layer_met1.png
Supply wires on this layer in grey.
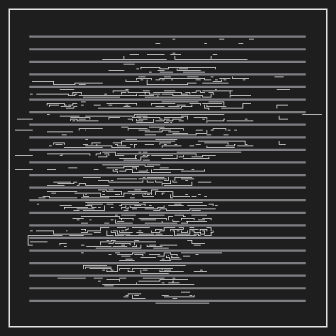
layer_met2.png
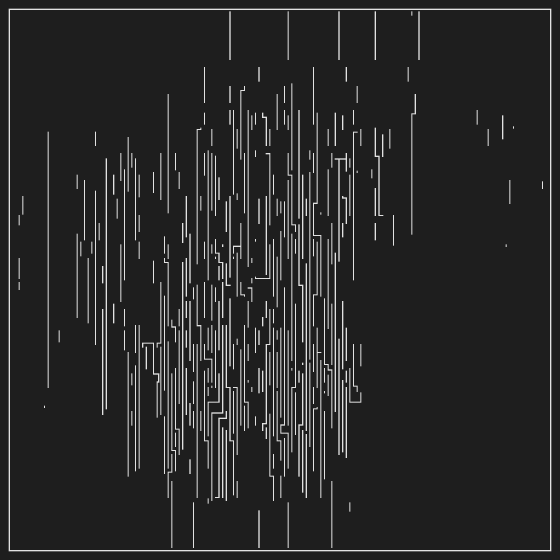
layer_met3.png
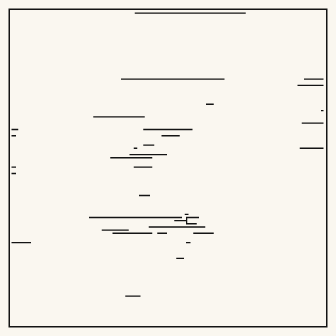
clocks.png
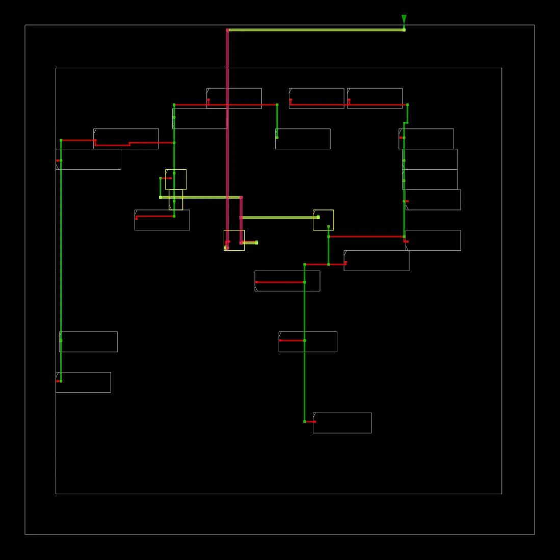
--- config.mk ---
export PLATFORM = sky130hd
export DESIGN_NAME = led_scanner
export DESIGN_NICKNAME = d
export VERILOG_FILES = /design/src/rtl/led_scanner.sv
export SDC_FILE = /design/constraint.sdc
export NUM_CORES = 1
export LEC_CHECK = 0
export ABC_AREA = 1
export CORE_MARGIN = 4
export CORE_UTILIZATION = 35
export CTS_CLUSTER_SIZE = 28
export DETAILED_ROUTE_END_ITERATION = 10
export GPL_TIMING_DRIVEN = 0
export PLACE_DENSITY = 0.68
export SLEW_MARGIN = 40
export SYNTH_ARGS = -nofsm -noshare
export SYNTH_HDL_FRONTEND = slang
export SYNTH_SLANG_ARGS = --single-unit
--- constraint.sdc ---
create_clock -name clk -period 2 [get_ports clk]
set_clock_uncertainty 0.2 [all_clocks]
set_input_delay 0.2 -clock clk [delete_from_list [all_inputs] [get_ports clk]]
set_output_delay 0.2 -clock clk [all_outputs]
set_load 0.02 [all_outputs]
--- src/rtl/led_scanner.sv ---
// LED scanner: bounce, rotate, fill and hold patterns with a step prescaler.
// Lock forces every LED on and freezes the sweep state.
module led_scanner #(
  parameter int WIDTH = 10,
  parameter int SPAN  = 8,
  parameter int DIV   = 1
) (
  input  logic                     clk,
  input  logic                     reset,
  input  logic                     lock,
  input  logic [1:0]               mode,
  output logic [WIDTH-1:0]         LED,
  output logic [$clog2(WIDTH)-1:0] pos,
  output logic                     dir,
  output logic                     wrap
);

  localparam int PW = $clog2(WIDTH);
  localparam int CW = (DIV > 1) ? $clog2(DIV) : 1;
  localparam logic [PW-1:0] LAST = PW'(SPAN - 1);
  localparam logic [CW-1:0] CMAX = CW'(DIV - 1);

  typedef enum logic [1:0] {
    BOUNCE = 2'b00,
    ROTATE = 2'b01,
    FILL   = 2'b10,
    HOLD   = 2'b11
  } mode_t;

  mode_t          mode_q, mode_n;
  logic [CW-1:0]  count, count_n;
  logic [PW-1:0]  pos_n;
  logic           dir_n, wrap_n, step;
  logic [WIDTH-1:0] led_n;

  assign step = (count == CMAX) && !lock;

  always_comb begin
    pos_n   = pos;
    dir_n   = dir;
    count_n = count;
    mode_n  = mode_q;
    wrap_n  = 1'b0;
    if (reset) begin
      pos_n   = '0;
      dir_n   = 1'b0;
      count_n = '0;
      mode_n  = mode_t'(mode);
    end else if (lock) begin
      mode_n  = mode_q;
    end else if (mode_t'(mode) != mode_q) begin
      pos_n   = '0;
      dir_n   = 1'b0;
      count_n = '0;
      mode_n  = mode_t'(mode);
    end else begin
      count_n = step ? '0 : count + 1'b1;
      if (step) begin
        unique case (mode_q)
          BOUNCE: begin
            if (!dir) begin
              if (pos == LAST) begin
                pos_n = LAST - 1'b1;
                dir_n = 1'b1;
              end else begin
                pos_n = pos + 1'b1;
              end
            end else begin
              if (pos == '0) begin
                pos_n = PW'(1);
                dir_n = 1'b0;
              end else begin
                pos_n = pos - 1'b1;
              end
            end
            // a bounce step never moves 0 -> 0, so landing on 0 is a wrap
            wrap_n = (pos_n == '0);
          end
          ROTATE, FILL: begin
            pos_n  = (pos == LAST) ? '0 : pos + 1'b1;
            dir_n  = 1'b0;
            wrap_n = (pos == LAST);
          end
          HOLD: begin
            pos_n = pos;
          end
        endcase
      end
    end
  end

  always_comb begin
    led_n = '0;
    for (int i = 0; i < WIDTH; i++) begin
      if (mode_n == FILL) led_n[i] = (i <= int'(pos_n));
      else                led_n[i] = (i == int'(pos_n));
    end
    if (lock && !reset) led_n = '1;
  end

  always_ff @(posedge clk) begin
    pos    <= pos_n;
    dir    <= dir_n;
    count  <= count_n;
    mode_q <= mode_n;
    wrap   <= wrap_n;
    LED    <= led_n;
  end

endmodule

==> out/metrics.csv <==
stage,metric,value,unit
pwr,seq_power,425,uW
floorplanning,fp.dieH,68.3,um
clock_tree,clock_path_buffers,2,
layout,layout-drive-gt1-share,37.9,%
routing,wl_met1,1.48,mm
placed_design,io_buffer_count,20,
layout,area_share_clock_buf_inv,1.44,%
global_routing,first_global_vias,1204,
layout,seqAreaFraction,20.9,%
logic_synthesis,ys_sh_xor,1.38,%
status,run_status,"finished, final reports clean",
logic_synthesis,floorplan.nets,207,
logic_synthesis,ys_warn_count,0,
logic_synthesis,synth-edff-count,0,
timing,finalHoldViolCount,0,
clock_tree,root_buffer,clkbuf_4,
setup_path,r2r_start,pos[0],
pwr,p_sw,332,uW
floorplanning,die_x,68.3,um
global_routing,antenna_found_initial,0,
layout,inverters,27,
pwr,top_power_group,registers,
layout,nMultiInputCombCells,148,
logic_synthesis,ys_types,25,
pwr,p_clk,198,uW
setup_path,ff2ff_path_depth,14,
setup_path,timing.reg2reg.setup_slack,0.04,ns
clock_tree,cts_tree,built,
pwr,p_clk_share,20.6,%
clock_tree,htree_levels,1,
setup_path,endpoint,LED[2],
floorplanning,initial_core_util,37.3,%
floorplanning,tap_cells,46,
pwr,p_int,630,uW
setup_path,crit_family,simple AND/OR/NAND/NOR gates,
placed_design,dp_cells,260,
layout,regMostFlops,LED,
logic_synthesis,yosys_area,1270,um2
pwr,power_frac_comb,35.2,%
logic_synthesis,top_area_share,29.9,%
routing,antenna_left,0,
placed_design,gp_congestion,0.885,
timing,worst_pin_slew,0.450,ns
pwr,power_frac_seq,44.2,%
setup_path,worstPathRequired,2.02,ns
logic_synthesis,synthAoiAreaFrac,7.07,%
logic_synthesis,common_cells,"nand2_1 (52), nand3_1 (26), dfxtp_1 (19), inv_1 (18), nor2_1 (18)",
routing,via_per_inst,4.88,
pwr,power,962,uW
routing,drc,0,
layout,lay_top_count,nand2_1,
logic_synthesis,synth_top_flop_cell,dfxtp_1,
setup_path,max_stage_delay,0.44,ns
logic_synthesis,logic_family,simple AND/OR/NAND/NOR gates,
pwr,powerDensity,504,nW/um2
setup_path,end_kind,flop,
timing,fmax,510,MHz
timing,setup_viol_count_final,0,
layout,largest_reg_flops,10,
logic_synthesis,postSynthSeqShare,29.9,%
timing,setup_slack,0.0387,ns
floorplanning,die_area,4670,um2
layout,largest_class,multi-input combinational cells,
layout,comb_share,51.1,%
pwr,pg_comb,339,uW
routing,met3_length,187,um
layout,lay_top_cells,"nand2_1 (43), nand3_1 (20), clkdlybuf4s50_1 (20), inv_1 (15), buf_4 (15)",
clock_tree,ctsResizeCount,16,
floorplanning,rows,21,
global_routing,grt_busiest_layer,met2,
setup_path,crit_path_start,pos[0],
routing,wl_met2,1.71,mm
layout,diodes,0,
layout,utilization,55.9,%
clock_tree,cts_hold_buf,0,
logic_synthesis,synth.cell_area,1270,um2
logic_synthesis,async_flop_share,0,%
timing,post-route-period-util,98.1,%
layout,stdcell_area,1910,um2
routing,drt-initial-drc-count,48,
logic_synthesis,synth.area.mux_share,0,%
global_routing,grt_pass1_wl,5.44,mm
## Picture notes: layer_met1.png
nets with wire on the layer	219
share of all routed wire	43%
wire length on this layer	1480 um
longest straight run	19.8 um
met1 usage: 19.4%
Via Count: 1372
Routed WL: 3.44 mm

## Picture notes: layer_met2.png
share of all routed wire	50%
nets with wire on the layer	200
main direction	vertical

## Picture notes: layer_met3.png
share of all routed wire	5.5%
nets with wire on the layer	28
main direction	horizontal

## Picture notes: clocks.png
Flops: 19
CTS sink cnt: 19
clock buffer count: 3

No activity file was given, so power comes from the tool's default toggle rates.
